File: src/rtl/signal_reduction_pkg.sv
// Shared constants and encodings for narrowing 16-bit signed datapath values
// to 11-bit signed operand/address fields.
package signal_reduction_pkg;

    localparam int LEN_DATA = 16;
    localparam int LEN_ADDR = 11;
    localparam int LEN_CNT  = 8;

    localparam int OVF_CNT_MAX = (1 << LEN_CNT) - 1;

    // Encoding of the sat_mode control bit, shared with the control unit.
    typedef enum logic {
        SAT_WRAP  = 1'b0,
        SAT_CLAMP = 1'b1
    } sat_mode_e;

    function automatic int SAT_POS(input int width);
        return (1 << (width - 1)) - 1;
    endfunction

    function automatic int SAT_NEG(input int width);
        return -(1 << (width - 1));
    endfunction

endpackage

File: src/rtl/signal_reduction_core.sv
// Combinational narrowing of a signed word to a shorter signed field,
// with range detection and either clamp or two's-complement wrap.
module signal_reduction_core
    import signal_reduction_pkg::*;
#(
    parameter int len_data = LEN_DATA,
    parameter int len_addr = LEN_ADDR
) (
    input  logic [len_data-1:0] data_i,
    input  sat_mode_e           sat_mode_i,
    output logic [len_addr-1:0] operand_o,
    output logic                overflow_o
);

    localparam logic [len_addr-1:0] POS_LIM = len_addr'(SAT_POS(len_addr));
    localparam logic [len_addr-1:0] NEG_LIM = len_addr'(SAT_NEG(len_addr));

    // The value fits exactly when every bit from the output sign position
    // upward is a copy of the input sign.
    logic [len_data-len_addr:0] upper_bits;
    logic                       ovf;

    assign upper_bits = data_i[len_data-1:len_addr-1];

    always_comb begin
        ovf       = !((&upper_bits) || !(|upper_bits));
        operand_o = data_i[len_addr-1:0];
        if (ovf && (sat_mode_i == SAT_CLAMP)) begin
            operand_o = data_i[len_data-1] ? NEG_LIM : POS_LIM;
        end
        overflow_o = ovf;
    end

endmodule

File: src/rtl/signal_reduction.sv
// Registered signed narrowing stage with sticky overflow and saturating event count.
// Latency: 1 cycle from input transfer to out_valid.
// Backpressure: in_ready = !out_valid || out_ready; the held result is stable while stalled.
module signal_reduction
    import signal_reduction_pkg::*;
#(
    parameter int len_data = LEN_DATA,
    parameter int len_addr = LEN_ADDR,
    parameter int len_cnt  = LEN_CNT
) (
    input  logic                clk,
    input  logic                rst_n,
    input  logic                in_valid,
    output logic                in_ready,
    input  logic [len_data-1:0] in_data,
    input  logic                sat_mode,
    output logic                out_valid,
    input  logic                out_ready,
    output logic [len_addr-1:0] out_operand,
    output logic                out_overflow,
    output logic                ovf_sticky,
    output logic [len_cnt-1:0]  ovf_count,
    input  logic                clr_status
);

    localparam logic [len_cnt-1:0] CNT_MAX = {len_cnt{1'b1}};

    logic                out_valid_q,    out_valid_d;
    logic [len_addr-1:0] out_operand_q,  out_operand_d;
    logic                out_overflow_q, out_overflow_d;
    logic                ovf_sticky_q,   ovf_sticky_d;
    logic [len_cnt-1:0]  ovf_count_q,    ovf_count_d;

    logic                in_xfer;
    logic                out_xfer;
    logic [len_addr-1:0] nar_operand;
    logic                nar_overflow;

    signal_reduction_core #(
        .len_data (len_data),
        .len_addr (len_addr)
    ) u_core (
        .data_i     (in_data),
        .sat_mode_i (sat_mode_e'(sat_mode)),
        .operand_o  (nar_operand),
        .overflow_o (nar_overflow)
    );

    assign in_ready = !out_valid_q || out_ready;
    assign in_xfer  = in_valid && in_ready;
    assign out_xfer = out_valid_q && out_ready;

    // A new result always wins over draining, so same-edge transfers keep out_valid high.
    always_comb begin
        out_valid_d    = out_valid_q;
        out_operand_d  = out_operand_q;
        out_overflow_d = out_overflow_q;
        if (in_xfer) begin
            out_valid_d    = 1'b1;
            out_operand_d  = nar_operand;
            out_overflow_d = nar_overflow;
        end else if (out_xfer) begin
            out_valid_d    = 1'b0;
        end
    end

    always_comb begin
        ovf_sticky_d = ovf_sticky_q;
        ovf_count_d  = ovf_count_q;
        if (clr_status) begin
            ovf_sticky_d = 1'b0;
            ovf_count_d  = '0;
        end else if (in_xfer && nar_overflow) begin
            ovf_sticky_d = 1'b1;
            if (ovf_count_q != CNT_MAX) begin
                ovf_count_d = ovf_count_q + len_cnt'(1);
            end
        end
    end

    always_ff @(posedge clk or negedge rst_n) begin
        if (!rst_n) begin
            out_valid_q    <= 1'b0;
            out_operand_q  <= '0;
            out_overflow_q <= 1'b0;
            ovf_sticky_q   <= 1'b0;
            ovf_count_q    <= '0;
        end else begin
            out_valid_q    <= out_valid_d;
            out_operand_q  <= out_operand_d;
            out_overflow_q <= out_overflow_d;
            ovf_sticky_q   <= ovf_sticky_d;
            ovf_count_q    <= ovf_count_d;
        end
    end

    assign out_valid    = out_valid_q;
    assign out_operand  = out_operand_q;
    assign out_overflow = out_overflow_q;
    assign ovf_sticky   = ovf_sticky_q;
    assign ovf_count    = ovf_count_q;

endmodule
File: config.mk
export PLATFORM = sky130hd
export DESIGN_NAME = signal_reduction
export DESIGN_NICKNAME = d
export VERILOG_FILES = /design/src/rtl/signal_reduction_pkg.sv /design/src/rtl/signal_reduction_core.sv /design/src/rtl/signal_reduction.sv
export SDC_FILE = /design/constraint.sdc
export NUM_CORES = 1
export LEC_CHECK = 0
export CAP_MARGIN = 30
export CORE_MARGIN = 3
export CORE_UTILIZATION = 41
export DETAILED_ROUTE_END_ITERATION = 8
export PLACE_DENSITY = 0.78
export SLEW_MARGIN = 20
export SYNTH_ARGS = -nofsm -noshare
export SYNTH_HDL_FRONTEND = slang
export SYNTH_SLANG_ARGS = --single-unit
File: constraint.sdc
create_clock -name clk -period 2 [get_ports clk]
set_clock_uncertainty 0.1 [all_clocks]
set_input_delay 0.3 -clock clk [delete_from_list [all_inputs] [get_ports clk]]
set_output_delay 0.3 -clock clk [all_outputs]
set_load 0.005 [all_outputs]
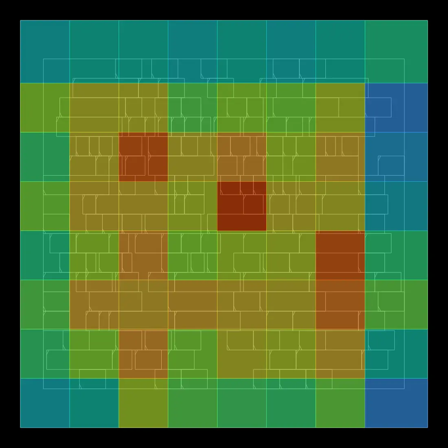
congestion_map.png
met3 global-route usage: 0.0520
grt met1 use: 0.207
routing usage on met2: 0.359
gr busiest metal: met2

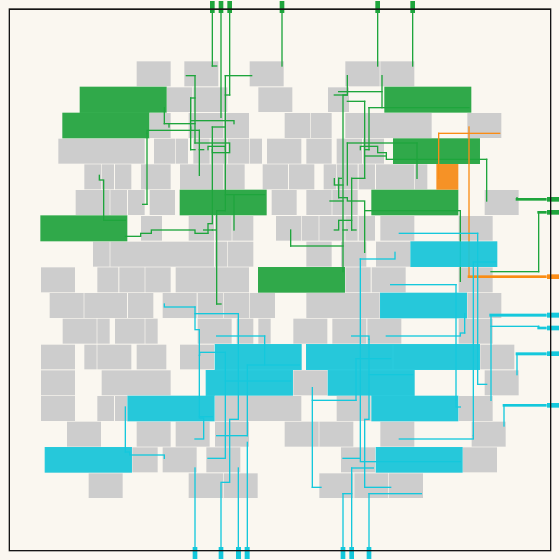
port_trees.png
green -> ovf_count  # bits 8, direction output, end cells 8, wire 322 microns
cyan -> out_operand  # bits 11, direction output, end cells 11, wire 370 microns
orange -> out_ready  # bits 1, direction input, end cells 1, wire 35.1 microns
I/O Pins: 45
IO Port Bufs: 44

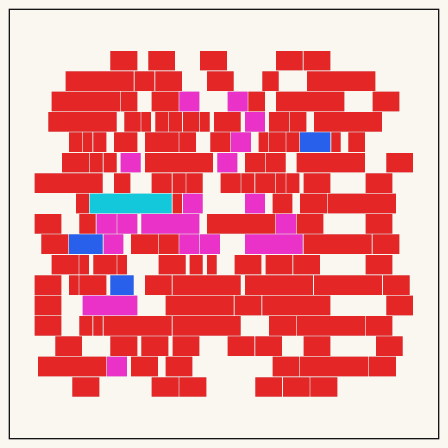
sizing.png
cyan -> x6 and larger  # cells 1, most used bufinv_16
red -> x1 and smaller  # cells 127, most used clkdlybuf4s50_1
magenta -> x3 and x4  # cells 18, most used buf_4
blue -> x2  # cells 3

==> run_results.csv <==
group,metric,value,unit
logic_synthesis,ff_type,"dfrtp_1",
power,clockPowerShare,0.305,
worst_setup_path,endpoint_kind,"primary output",
timing,setup_violations,0,
die,die_x,57.1,microns
worst_setup_path,crit_required,1600,ps
clocking,h-tree-depth,1,
timing,post-route-min-period,1920,ps
clocking,cts_buffers,3,
routing,drt_iter0_drc,12,
logic_synthesis,ys.flops,22,
worst_setup_path,worst_setup_path_start_kind,"input pin",
logic_synthesis,yosysUniqueCellTypes,31,
worst_setup_path,crit_type,"input pin to primary output",
cells_and_area,lay_top_count,"clkdlybuf4s50_1",
power,powerDensity,663,nW/um^2
logic_synthesis,ys_top_cells_by_count,"22 x dfrtp_1, 10 x a221o_1, 7 x a21oi_1",
logic_synthesis,top_area_frac,0.515,
logic_synthesis,syn_inst,93,
logic_synthesis,synthXorXnorAreaFrac,0,
cells_and_area,drive_gt1_frac,0.148,
die,fp.dieH,57.1,microns
routing,num_vias,1017,
routing,wirelength,2840,microns
timing,slew_headroom,0.634,
die,dieArea,3260,sq um
run,cap_violations,0,
logic_synthesis,yosys-stat-cells,93,
logic_synthesis,synthTopCellsByArea,"dfrtp_1 51%, a221o_1 9.4%, nor4_4 4.0%, a21oi_1 3.3%, o31ai_1 2.8%",
cells_and_area,n_antenna_cell,0,
global_routing,grt_max_degree,23,
logic_synthesis,synthMuxAreaShare,0.0199,
timing,rsz0062_at_grt,"false",
placed_design,postPlaceCellArea,1600,sq um
logic_synthesis,largest_area_cell,"dfrtp_1",
global_routing,grt_pass1_vias,1069,
global_routing,grt_antenna_before_repair,0,
cells_and_area,final_cells,177,
outcome,status,"finished clean",
cells_and_area,nNetsFinal,173,
clocking,ctsResizeCount,0,
placed_design,gp_congestion,0.823,
routing,ant_nets,0,
logic_synthesis,aoi_share,0.229,
routing,drt_pass1_iterations,4,
logic_synthesis,ys_top_logic_family,"AND-OR/OR-AND gates",
power,intPower,0.851,mW
worst_setup_path,ff2ff_path_depth,6,
power,combPwrFrac,0.228,
die,core_util_floorplan,0.457,
logic_synthesis,avgSynthCellArea,11.5,sq um
global_routing,grt_overflow,0,
power,switching_share,0.228,
power,pwr-share-seq,0.467,
worst_setup_path,critical_path_arrival,1520,ps
placed_design,hpwlAfterDp,2270,microns
timing,tightest_slew,545,ps
cells_and_area,final_cell_mix,"44 x clkdlybuf4s50_1, 22 x dfrtp_1, 12 x buf_4, 10 x a221o_1, 7 x a21oi_1",
timing,period_used_share,0.962,
logic_synthesis,yosysSeqAreaShare,0.515,
clocking,tritoncts,"yes",
logic_synthesis,async_flop_share,1.00,
logic_synthesis,syn_area,1070,sq um
placed_design,dp.cells,172,
power,power.leakage,0.665,nW
worst_hold_path,hold_path_class,"input pin to async pin",
worst_setup_path,reg2reg_to,"ovf_count[3]",
power,peakVddDrop,0.000941,V
logic_synthesis,simple_gate_area_frac,0.195,
run,tool_warnings,26,
power,power.total,1.10,mW
logic_synthesis,syn_nets,116,
clocking,clockBufferDepth,2,
die,core.rowCount,17,
clocking,cts_sinks,22,
worst_setup_path,path_max_fanout,4,
logic_synthesis,synth_warnings,0,
logic_synthesis,ys_area,1070,sq um
global_routing,grt_first_pass_wirelength,4780,microns
timing,hold_viol_final,0,
clocking,clock_latency,300,ps
timing,timing.hold.ws,220,ps
routing,vias_per_cell,5.75,
worst_setup_path,crit_start,"out_ready",
clocking,clock-root-buffer,"clkbuf_4",
routing,post-route-drc-count,0,
timing,report.final.slew_viol_count,0,
clocking,hold_buffers,0,
logic_synthesis,synth_top_cell_by_count,"dfrtp_1",
power,power.switching,0.251,mW
timing,fmax,0.519,GHz
clocking,clk_pin_slew,120,ps
logic_synthesis,edf_count,0,
worst_setup_path,r2r_start,"ovf_count[0]",
worst_setup_path,rrSetupSlack,140,ps
logic_synthesis,adder_share,0.0117,
cells_and_area,area_delta_synth_final,55.6,%
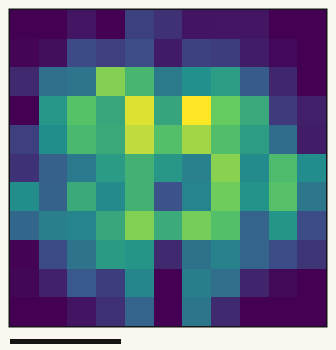
route_heat.png
Bar = 20 microns. The die is cut into 11 by 11 equal tiles; dark purple is low, yellow is high, scaled to the fullest tile. Values are wire area over tile area, all layers added.
nearly empty tiles = 16%
fullest tile = 0.40
mean over tiles = 0.14
densest ninth of the die = middle
emptiest ninth of the die = top right
wire per inst: 16.1 microns
total track usage: 0.186

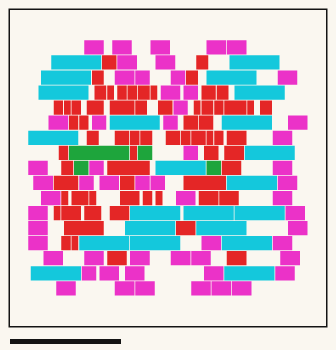
class_map.png
Bar = 20 microns.
green -> clock drivers and dummy loads  # cells 4, share of their area 3.2%
cyan -> registers  # cells 22, share of their area 34%
red -> remaining logic cells  # cells 67, share of their area 30%
magenta -> remaining buffers and delay cells  # cells 56, share of their area 33%
fraction of area in registers: 0.331
Post-Route Utilization: 0.711
core area: 2340 sq um
final instance area: 1660 sq um

==> layer usage <==
metal,routed length [microns],part of all wire
met4,14,0.0049
met1,1090,0.38
met2,1590,0.56
met5,0,0
met3,149,0.052
==> how the worst max path moves through the flow <==
stage / cells past startpoint / to
2_1_floorplan: 6 / ovf_count[2]
3_3_place_gp: 6 / out_operand[9]
3_5_place_dp: 6 / out_operand[6]
4_1_cts: 4 / in_ready
5_1_grt: 6 / ovf_count[2]
6_report: 4 / in_ready
==> power by group through the flow <==
stage / Clock [mW] / Sequential [mW] / Combinational (mW)
after floorplan: 0 / 0.522 / 0.0743
after CTS: 0.344 / 0.516 / 0.253
after global placement: 0 / 0.520 / 0.243
after detailed placement: 0 / 0.524 / 0.252
final: 0.336 / 0.515 / 0.252
after global routing: 0.362 / 0.521 / 0.271
==> critical path, cell delays in order <==
cell and delay (ps):
clkdlybuf4s50_1 460, nand2b_1 140, buf_4 130, clkdlybuf4s50_1 500
==> registers in the layout, indices dropped and copies added (netlist names) <==
register,flops
out_operand,11
out_valid,1
out_overflow,1
ovf_count,8
ovf_sticky,1
==> stage by stage <==
| stage | setup TNS (ps) | worst slack, ps |
|---|---|---|
| 4_1_cts | 0 | 74.4 |
| 3_3_place_gp | -614 | -53.1 |
| 6_report | 0 | 75.0 |
| 5_1_grt | 0 | 6.27 |
| 2_1_floorplan | 0 | 305 |
| 3_5_place_dp | -1790 | -170 |
==> area by class of cell <==
class,count,area (sq um)
fillers,179,676
flip-flops and latches,22,551
repair buffers,56,531
multi-input cells,65,488
well taps,28,35.0
clock inverters,1,30.0
clock buffers,3,22.5
inverters,2,7.51
==> timing repair <==
item | in CTS | in global routing
setup endpoints to repair | 0 | 2
buffers inserted | 0 | 1
endpoints found under the hold margin | 0 | 0
Power figures rest on the tool's default switching activity, not on a simulated workload.
